`config.mk`:
```
export PLATFORM = sky130hd
export DESIGN_NAME = spi_flash_op_seq
export DESIGN_NICKNAME = d
export VERILOG_FILES = /design/src/rtl/spi_flash_op_seq_pkg.sv /design/src/rtl/spi_cmd_hs.sv /design/src/rtl/spi_flash_op_seq.sv
export SDC_FILE = /design/constraint.sdc
export NUM_CORES = 1
export LEC_CHECK = 0
export ABC_AREA = 1
export CAP_MARGIN = 20
export CORE_MARGIN = 1.5
export CORE_UTILIZATION = 50
export CTS_CLUSTER_SIZE = 8
export DETAILED_ROUTE_END_ITERATION = 6
export PLACE_DENSITY_LB_ADDON = 0.12
export SLEW_MARGIN = 10
export SYNTH_ARGS = -nofsm -noshare
export SYNTH_HDL_FRONTEND = slang
export SYNTH_SLANG_ARGS = --single-unit
```
`constraint.sdc`:
```
create_clock -name clk -period 2.3 [get_ports clk]
set_clock_uncertainty 0.1 [all_clocks]
set_input_delay 0.23 -clock clk [delete_from_list [all_inputs] [get_ports clk]]
set_output_delay 0.23 -clock clk [all_outputs]
set_load 0.05 [all_outputs]
```
`src/rtl/spi_flash_op_seq_pkg.sv`:
```
// Shared constants and types for the SPI flash operation sequencer:
// command opcodes, master commtype codes, op encodings and FSM states.
package spi_flash_op_seq_pkg;

  localparam logic [7:0] OPC_WREN = 8'h06;
  localparam logic [7:0] OPC_READ = 8'h03;
  localparam logic [7:0] OPC_PP   = 8'h02;
  localparam logic [7:0] OPC_SE   = 8'h20;
  localparam logic [7:0] OPC_RDSR = 8'h05;

  localparam logic [2:0] CT_WREN = 3'b000;
  localparam logic [2:0] CT_RDSR = 3'b001;
  localparam logic [2:0] CT_READ = 3'b010;
  localparam logic [2:0] CT_PP   = 3'b100;
  localparam logic [2:0] CT_SE   = 3'b101;

  localparam logic [6:0] NB_READ = 7'd32;
  localparam logic [6:0] NB_RDSR = 7'd8;

  typedef enum logic [1:0] {
    OP_READ = 2'd0,
    OP_PP   = 2'd1,
    OP_SE   = 2'd2,
    OP_RSVD = 2'd3
  } op_e;

  typedef enum logic [2:0] {
    ST_IDLE,
    ST_WREN,
    ST_MAIN,
    ST_POLL,
    ST_GAP,
    ST_FIN
  } state_e;

  typedef enum logic [1:0] {
    HS_IDLE,
    HS_ISSUE,
    HS_WAIT
  } hs_state_e;

  typedef enum logic [2:0] {
    CMD_WREN,
    CMD_READ,
    CMD_PP,
    CMD_SE,
    CMD_RDSR
  } cmd_e;

  typedef struct packed {
    logic [2:0]  commtype;
    logic [7:0]  opcode;
    logic [31:0] address;
    logic [31:0] data_in;
    logic [6:0]  nmiso_bits;
  } cmd_t;

  // Fields not used by a command stay zero so the master sees clean buses.
  function automatic cmd_t make_cmd(input cmd_e kind, input logic [31:0] addr,
                                    input logic [31:0] wdata);
    cmd_t c;
    c = '0;
    case (kind)
      CMD_WREN: begin
        c.opcode   = OPC_WREN;
        c.commtype = CT_WREN;
      end
      CMD_READ: begin
        c.opcode     = OPC_READ;
        c.commtype   = CT_READ;
        c.address    = addr;
        c.nmiso_bits = NB_READ;
      end
      CMD_PP: begin
        c.opcode   = OPC_PP;
        c.commtype = CT_PP;
        c.address  = addr;
        c.data_in  = wdata;
      end
      CMD_SE: begin
        c.opcode   = OPC_SE;
        c.commtype = CT_SE;
        c.address  = addr;
      end
      CMD_RDSR: begin
        c.opcode     = OPC_RDSR;
        c.commtype   = CT_RDSR;
        c.nmiso_bits = NB_RDSR;
      end
      default: c = '0;
    endcase
    return c;
  endfunction

  function automatic cmd_e main_cmd(input op_e o);
    return (o == OP_READ) ? CMD_READ : (o == OP_PP) ? CMD_PP : CMD_SE;
  endfunction

endpackage

```
`src/rtl/spi_cmd_hs.sv`:
```
// Single-command handshake with the SPI flash master: issue, wait for
// acceptance (tready low), then report completion when tready returns high.
module spi_cmd_hs
  import spi_flash_op_seq_pkg::*;
(
  input  logic        clk,
  input  logic        rst_n,
  input  logic        launch,
  input  cmd_t        launch_cmd,
  input  logic        m_tready,
  input  logic [31:0] m_data_out,
  output logic        m_validflag,
  output cmd_t        cur_cmd,
  output logic        cmd_done,
  output logic [31:0] rsp_data
);

  hs_state_e hs_state, hs_next;
  logic      valid_next;
  cmd_t      cmd_next;

  // tready is high while the master idles, so it only means completion
  // once acceptance (tready low) has been seen.
  always_comb begin
    hs_next    = hs_state;
    valid_next = m_validflag;
    cmd_next   = cur_cmd;
    if (launch) begin
      hs_next    = HS_ISSUE;
      valid_next = 1'b1;
      cmd_next   = launch_cmd;
    end else begin
      case (hs_state)
        HS_ISSUE: begin
          if (!m_tready) begin
            hs_next    = HS_WAIT;
            valid_next = 1'b0;
          end
        end
        HS_WAIT: begin
          if (m_tready) hs_next = HS_IDLE;
        end
        default: hs_next = hs_state;
      endcase
    end
  end

  always_ff @(posedge clk or negedge rst_n) begin
    if (!rst_n) begin
      hs_state    <= HS_IDLE;
      m_validflag <= 1'b0;
      cur_cmd     <= '0;
    end else begin
      hs_state    <= hs_next;
      m_validflag <= valid_next;
      cur_cmd     <= cmd_next;
    end
  end

  assign cmd_done = (hs_state == HS_WAIT) && m_tready;
  assign rsp_data = m_data_out;

endmodule

```
`src/rtl/spi_flash_op_seq.sv`:
```
// Sequences READ / PAGE_PROG / SECTOR_ERASE into WREN, main command and
// RDSR polling on top of the single-command SPI flash master.
module spi_flash_op_seq
  import spi_flash_op_seq_pkg::*;
#(
  parameter int unsigned POLL_MAX     = 1024,
  parameter int unsigned POLL_GAP_CYC = 16
) (
  input  logic        clk,
  input  logic        rst_n,
  input  logic        start,
  input  logic [1:0]  op,
  input  logic [31:0] op_addr,
  input  logic [31:0] op_wdata,
  output logic        busy,
  output logic        done,
  output logic        error,
  output logic [31:0] rdata,
  output logic        m_validflag,
  output logic [2:0]  m_commtype,
  output logic [7:0]  m_command,
  output logic [31:0] m_address,
  output logic [31:0] m_data_in,
  output logic [6:0]  m_nmiso_bits,
  output logic [3:0]  m_dummy,
  input  logic        m_tready,
  input  logic [31:0] m_data_out
);

  localparam logic [15:0] POLL_LIMIT = 16'(POLL_MAX);
  localparam logic [15:0] GAP_LAST   = 16'(POLL_GAP_CYC - 1);

  state_e      state, state_next;
  op_e         op_q;
  logic [31:0] addr_q, wdata_q;
  logic [15:0] poll_cnt, poll_cnt_inc, gap_cnt;

  logic        launch, cmd_done;
  cmd_t        launch_cmd, cur_cmd;
  logic [31:0] rsp_data;

  logic        take, set_err, cap_rd, poll_step, gap_step, gap_clr;

  spi_cmd_hs u_hs (
    .clk         (clk),
    .rst_n       (rst_n),
    .launch      (launch),
    .launch_cmd  (launch_cmd),
    .m_tready    (m_tready),
    .m_data_out  (m_data_out),
    .m_validflag (m_validflag),
    .cur_cmd     (cur_cmd),
    .cmd_done    (cmd_done),
    .rsp_data    (rsp_data)
  );

  assign poll_cnt_inc = (poll_cnt == 16'hFFFF) ? poll_cnt : poll_cnt + 16'd1;

  // Each command is launched on the edge that leaves the previous step, so
  // m_validflag rises one cycle after start or after the prior completion.
  always_comb begin
    state_next = state;
    launch     = 1'b0;
    launch_cmd = '0;
    take       = 1'b0;
    set_err    = 1'b0;
    cap_rd     = 1'b0;
    poll_step  = 1'b0;
    gap_step   = 1'b0;
    gap_clr    = 1'b0;
    case (state)
      ST_IDLE: begin
        if (start) begin
          take = 1'b1;
          case (op_e'(op))
            OP_READ: begin
              state_next = ST_MAIN;
              launch     = 1'b1;
              launch_cmd = make_cmd(CMD_READ, op_addr, op_wdata);
            end
            OP_PP, OP_SE: begin
              state_next = ST_WREN;
              launch     = 1'b1;
              launch_cmd = make_cmd(CMD_WREN, op_addr, op_wdata);
            end
            default: begin
              state_next = ST_FIN;
              set_err    = 1'b1;
            end
          endcase
        end
      end
      ST_WREN: begin
        if (cmd_done) begin
          state_next = ST_MAIN;
          launch     = 1'b1;
          launch_cmd = make_cmd(main_cmd(op_q), addr_q, wdata_q);
        end
      end
      ST_MAIN: begin
        if (cmd_done) begin
          if (op_q == OP_READ) begin
            cap_rd     = 1'b1;
            state_next = ST_FIN;
          end else begin
            state_next = ST_POLL;
            launch     = 1'b1;
            launch_cmd = make_cmd(CMD_RDSR, addr_q, wdata_q);
          end
        end
      end
      ST_POLL: begin
        if (cmd_done) begin
          poll_step = 1'b1;
          if (!rsp_data[0]) begin
            state_next = ST_FIN;
          end else if (poll_cnt_inc >= POLL_LIMIT) begin
            state_next = ST_FIN;
            set_err    = 1'b1;
          end else begin
            state_next = ST_GAP;
            gap_clr    = 1'b1;
          end
        end
      end
      ST_GAP: begin
        if (gap_cnt == GAP_LAST) begin
          state_next = ST_POLL;
          launch     = 1'b1;
          launch_cmd = make_cmd(CMD_RDSR, addr_q, wdata_q);
        end else begin
          gap_step = 1'b1;
        end
      end
      ST_FIN: state_next = ST_IDLE;
      default: state_next = ST_IDLE;
    endcase
  end

  always_ff @(posedge clk or negedge rst_n) begin
    if (!rst_n) begin
      state   <= ST_IDLE;
      op_q    <= OP_READ;
      addr_q  <= '0;
      wdata_q <= '0;
    end else begin
      state <= state_next;
      if (take) begin
        op_q    <= op_e'(op);
        addr_q  <= op_addr;
        wdata_q <= op_wdata;
      end
    end
  end

  // done is registered from FIN, so it lands the cycle busy drops.
  always_ff @(posedge clk or negedge rst_n) begin
    if (!rst_n) begin
      busy  <= 1'b0;
      done  <= 1'b0;
      error <= 1'b0;
      rdata <= '0;
    end else begin
      done <= (state == ST_FIN);
      if (take) begin
        busy  <= 1'b1;
        error <= set_err;
      end else begin
        if (state == ST_FIN) busy <= 1'b0;
        if (set_err) error <= 1'b1;
      end
      if (cap_rd) rdata <= rsp_data;
    end
  end

  always_ff @(posedge clk or negedge rst_n) begin
    if (!rst_n) begin
      poll_cnt <= '0;
      gap_cnt  <= '0;
    end else begin
      if (take) poll_cnt <= '0;
      else if (poll_step) poll_cnt <= poll_cnt_inc;
      if (gap_clr) gap_cnt <= '0;
      else if (gap_step) gap_cnt <= gap_cnt + 16'd1;
    end
  end

  assign m_commtype   = cur_cmd.commtype;
  assign m_command    = cur_cmd.opcode;
  assign m_address    = cur_cmd.address;
  assign m_data_in    = cur_cmd.data_in;
  assign m_nmiso_bits = cur_cmd.nmiso_bits;
  assign m_dummy      = 4'd0;

endmodule
```
Port wiring:
Bar = 50 um.
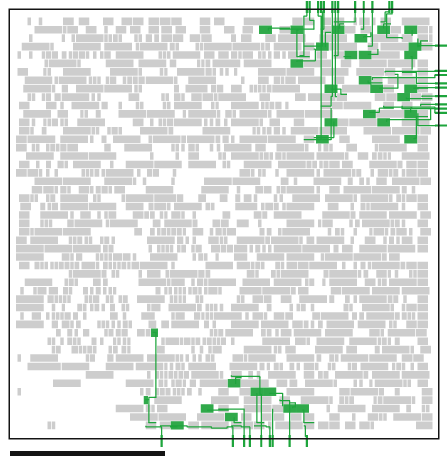
- green: `m_data_out` (bits 32; direction input; edge 13 top, 10 right, 9 bottom; end cells 33; buffers 32; wire 742 um)

Register map, names as in the netlist:
Bar = 50 um. Other sequential cells in the stronger gray, the rest of the logic in the fainter gray.
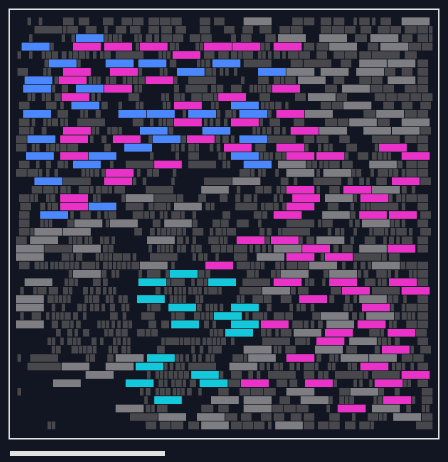
- magenta: `u_hs.cur_cmd` (placed flops 73; where all over the die)
- cyan: `gap_cnt` (placed flops 16; where bottom center)
- blue: `addr_q` (placed flops 32)
- not colored: 91
flop share of the area: 42.8%
P_seq: 5.81 mW

==> impl_metrics.env <==
# source this file to load flow results
export IMPL_outcome="complete, no violations"
export IMPL_aoi_share_pct=8.71
export IMPL_rsz0062_at_grt="false"
export IMPL_htreeDepth=1
export IMPL_numCtsBuffers=30
export IMPL_synthAdderAreaFrac_pct=0.683
export IMPL_vias_per_cell=5.14
export IMPL_synthArstFlopShare_pct=100
export IMPL_cp_data_arrival_time_ps=1750
export IMPL_slowest_stage="clkdlybuf4s50_1"
export IMPL_tightest_slew_ps=577
export IMPL_cp_num_buf_inv=1
export IMPL_synthToLayoutAreaGrowth_pct=35.4
export IMPL_diodes=0
export IMPL_num_rows=49
export IMPL_yosysSeqAreaShare_pct=58.0
export IMPL_fp_util_pct=51.0
export IMPL_drv_slew=0
export IMPL_worst_r2r_setup_slack_ps=230
export IMPL_synth_cells=1019
export IMPL_ios=224
export IMPL_grt_max_degree=139
export IMPL_cts_root_buffer="clkbuf_16"
export IMPL_fmax_mhz=481
export IMPL_synthMuxAreaShare_pct=3.81
export IMPL_ys_cells=1019
export IMPL_fillers=1432
export IMPL_drt_iter0_drc=438
export IMPL_synth_xor_xnor_area_share_pct=0.670
export IMPL_die_w_um=138
export IMPL_critPathKind="reg -> out"
export IMPL_fin_setup_tns_ps=0
export IMPL_coreArea_um2=18000
export IMPL_grt_overflow_total=0
export IMPL_max_stage_delay_ps=830
export IMPL_globalplace_congestion=0.848
export IMPL_grtUsageTotal_pct=23.1
export IMPL_power_static_leakage_nw=5.70
export IMPL_final_seq_area_um2=5310
export IMPL_wl_per_cell_um=14.9
export IMPL_path_delay_family="buffers and inverters"
export IMPL_synth_area_per_cell_um2=8.98
export IMPL_yosys_area_share_simple_pct=21.4
export IMPL_grt_pass1_wl_um=36700
export IMPL_whs_ps=155
export IMPL_yosysWarnings=0
export IMPL_logic_family="simple AND/OR/NAND/NOR gates"
export IMPL_vdd_ir_drop_max_v=0.000849
export IMPL_synthFlopType="dfrtp_1"
export IMPL_ys_seq_elements=212
export IMPL_final_antenna_net_count=0
export IMPL_fin_crit_sh_pct=90.5
export IMPL_dieArea_um2=19100
export IMPL_drc_errors=0
export IMPL_cp_required_ps=1970
export IMPL_portBuffers=210
export IMPL_setup_worst_path_start_class="flip-flop"
export IMPL_period_minus_slack_ps=2080
export IMPL_cp_max_fo=2
export IMPL_power_density_nw_per_um2=1320
export IMPL_cts_sinks=212
export IMPL_fin_nets=1354
export IMPL_final_util_pct=69.0
export IMPL_yosysUniqueCellTypes=37
export IMPL_final_layout_size_suffix_gt1_share_pct=9.54
export IMPL_die_y_um=138
export IMPL_finalSetupViolations=0
export IMPL_worstHoldPathType="in -> async"
export IMPL_clkTransAtPathRegs_ps=50
export IMPL_place_hpwl_um=14800
export IMPL_syn_cell_area_um2=9150
export IMPL_warnings=30
export IMPL_ys_chip_area_um2=9150
export IMPL_finalHoldViolCount=0
export IMPL_antenna_found_initial=0
export IMPL_grt_pass1_vias=7372
export IMPL_edf_count=0
export IMPL_path_cells="clkdlybuf4s50_1"
export IMPL_clock_latency_ps=530
export IMPL_vias=7583
export IMPL_dr_pass1_iters=5
export IMPL_wirelength_um=22000
export IMPL_relSlewSlack_pct=61.6
export IMPL_clock_path_buffers=3
export IMPL_maxCapViolCount=0
export IMPL_cp_end_kind="primary output"
Routed metal, one color a layer:
Only two layers are drawn.
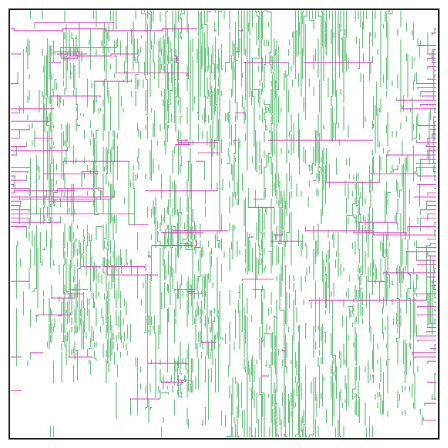
- green: metal 2 (wire length 10,300 um)
- magenta: metal 3 (wire length 1,360 um)

M1 wires:
Bar = 50 um. Supply wires on this layer in gray. Cells faint in the background.
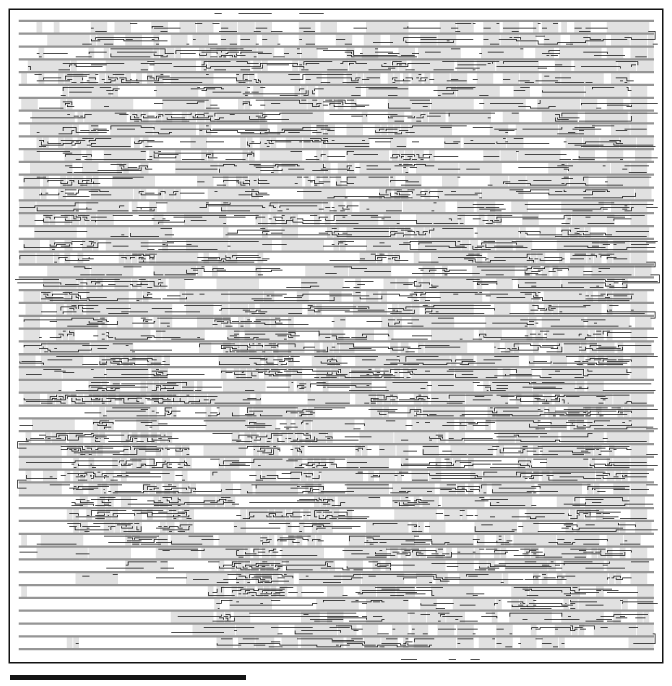
- share of all routed wire: 45%
- nets with wire on the layer: 1,209
- longest straight run: 49.2 um

cells in the mapped netlist (2+ instances only):
library cell	n	share of area, %
a21oi_1	15	0.82
a22oi_1	2	0.16
a31oi_1	33	2.3
buf_1	4	0.16
buf_2	15	0.82
buf_4	14	1.1
clkbuf_1	23	0.94
dfrtp_1	212	58
ha_1	5	0.68
inv_1	78	3.2
inv_2	7	0.29
mux2_2	31	3.8
nand2_1	289	12
nand2_2	3	0.21
nand3_1	59	3.2
nand4_1	9	0.62
nor2_1	90	3.7
nor2_2	5	0.34
nor2_4	2	0.25
nor3_1	11	0.60
nor4_1	2	0.14
o21ai_0	89	4.9
xor2_1	7	0.67
through the flow:
step	cell area, um2	setup slack [ps]	instances	power, mW
2_1_floorplan	9200	363	1031	10.2
3_3_place_gp	11600	177	1443	12.4
3_5_place_dp	11600	155	1443	12.5
4_1_cts	12400	140	1476	16.5
5_1_grt	12400	1.51	1476	17.3
6_report	12400	219	1476	16.3
power breakdown:
| part | leakage (nW) | switching [mW] | internal [mW] |
|---|---|---|---|
| Combinational | 2.59 | 4.43 | 2.26 |
| Sequential | 2.71 | 0.717 | 5.09 |
| Clock | 0.391 | 1.44 | 2.38 |
| Total | 5.70 | 6.58 | 9.73 |
worst paths after layout:
check / start / end / cells past startpoint
max: u_hs.cur_cmd[61] / m_address[22] / 1
min: rst_n / wdata_q[17] / 2
max reg2reg: gap_cnt[0] / gap_cnt[15] / 11
min reg2reg: addr_q[16] / addr_q[16] / 2
max in group asynchronous: rst_n / poll_cnt[13] / 3
min in group clk: op_wdata[3] / wdata_q[3] / 3
logic make-up (layout without fill, tap and decap cells):
logic type | Yosys count | in the layout
compound gates | 146 | 146
xor+xnor | 7 | 7
simple gates | 475 | 475
other cells | 1 | 13
fa+ha+maj | 5 | 5
flops | 212 | 212
mux | 31 | 31
buf+inv | 142 | 358
per-layer routing:
layer  vias to the layer above  track usage, %  wire length [um]
met5                         -               0                 0
met4                         0            6.54               542
met3                        42            3.91              1360
met2                       267            37.4             10300
met1                      3557            32.4              9860
li1                       3717               -                 -
cells in the final DEF (no fill, tap or decap), drive strengths merged, types with 2 or more instances in the layout:
| master | n |
|---|---|
| dfrtp | 212 |
| clkbuf | 30 |
| o21ai | 91 |
| clkdlybuf4s50 | 209 |
| conb | 13 |
| a21oi | 15 |
| nor4 | 2 |
| mux2 | 31 |
| nand2 | 292 |
| buf | 31 |
| a31oi | 33 |
| ha | 5 |
| xor2 | 7 |
| a22oi | 2 |
| inv | 85 |
| nor2 | 97 |
| nand3 | 59 |
| nand4 | 10 |
| nor3 | 12 |
final cells by class:
class	count	area share (%)
timing repair buffer	241	19.3
clock buffer	30	6.06
clock inverter	2	0.374
sequential	212	42.8
inverter	85	2.57
multi-input combinational	677	26.6
tap	229	2.31
what timing repair did:
item,4_1_cts,5_1_grt
resized,0,2
setup buffers,0,0
hold endpoints to repair,65,0
endpoints found under the setup margin,0,2
hold buffers,1,0
sequential cells by signal (all words and copies together) (netlist names):
register          flops
addr_q               32
busy                  1
done                  1
error                 1
gap_cnt              16
op_q                  2
poll_cnt             16
rdata                32
state                 3
u_hs.cur_cmd         73
u_hs.hs_state         2
u_hs.m_validflag      1
wdata_q              32
Power is estimated from default activity; no workload was simulated.
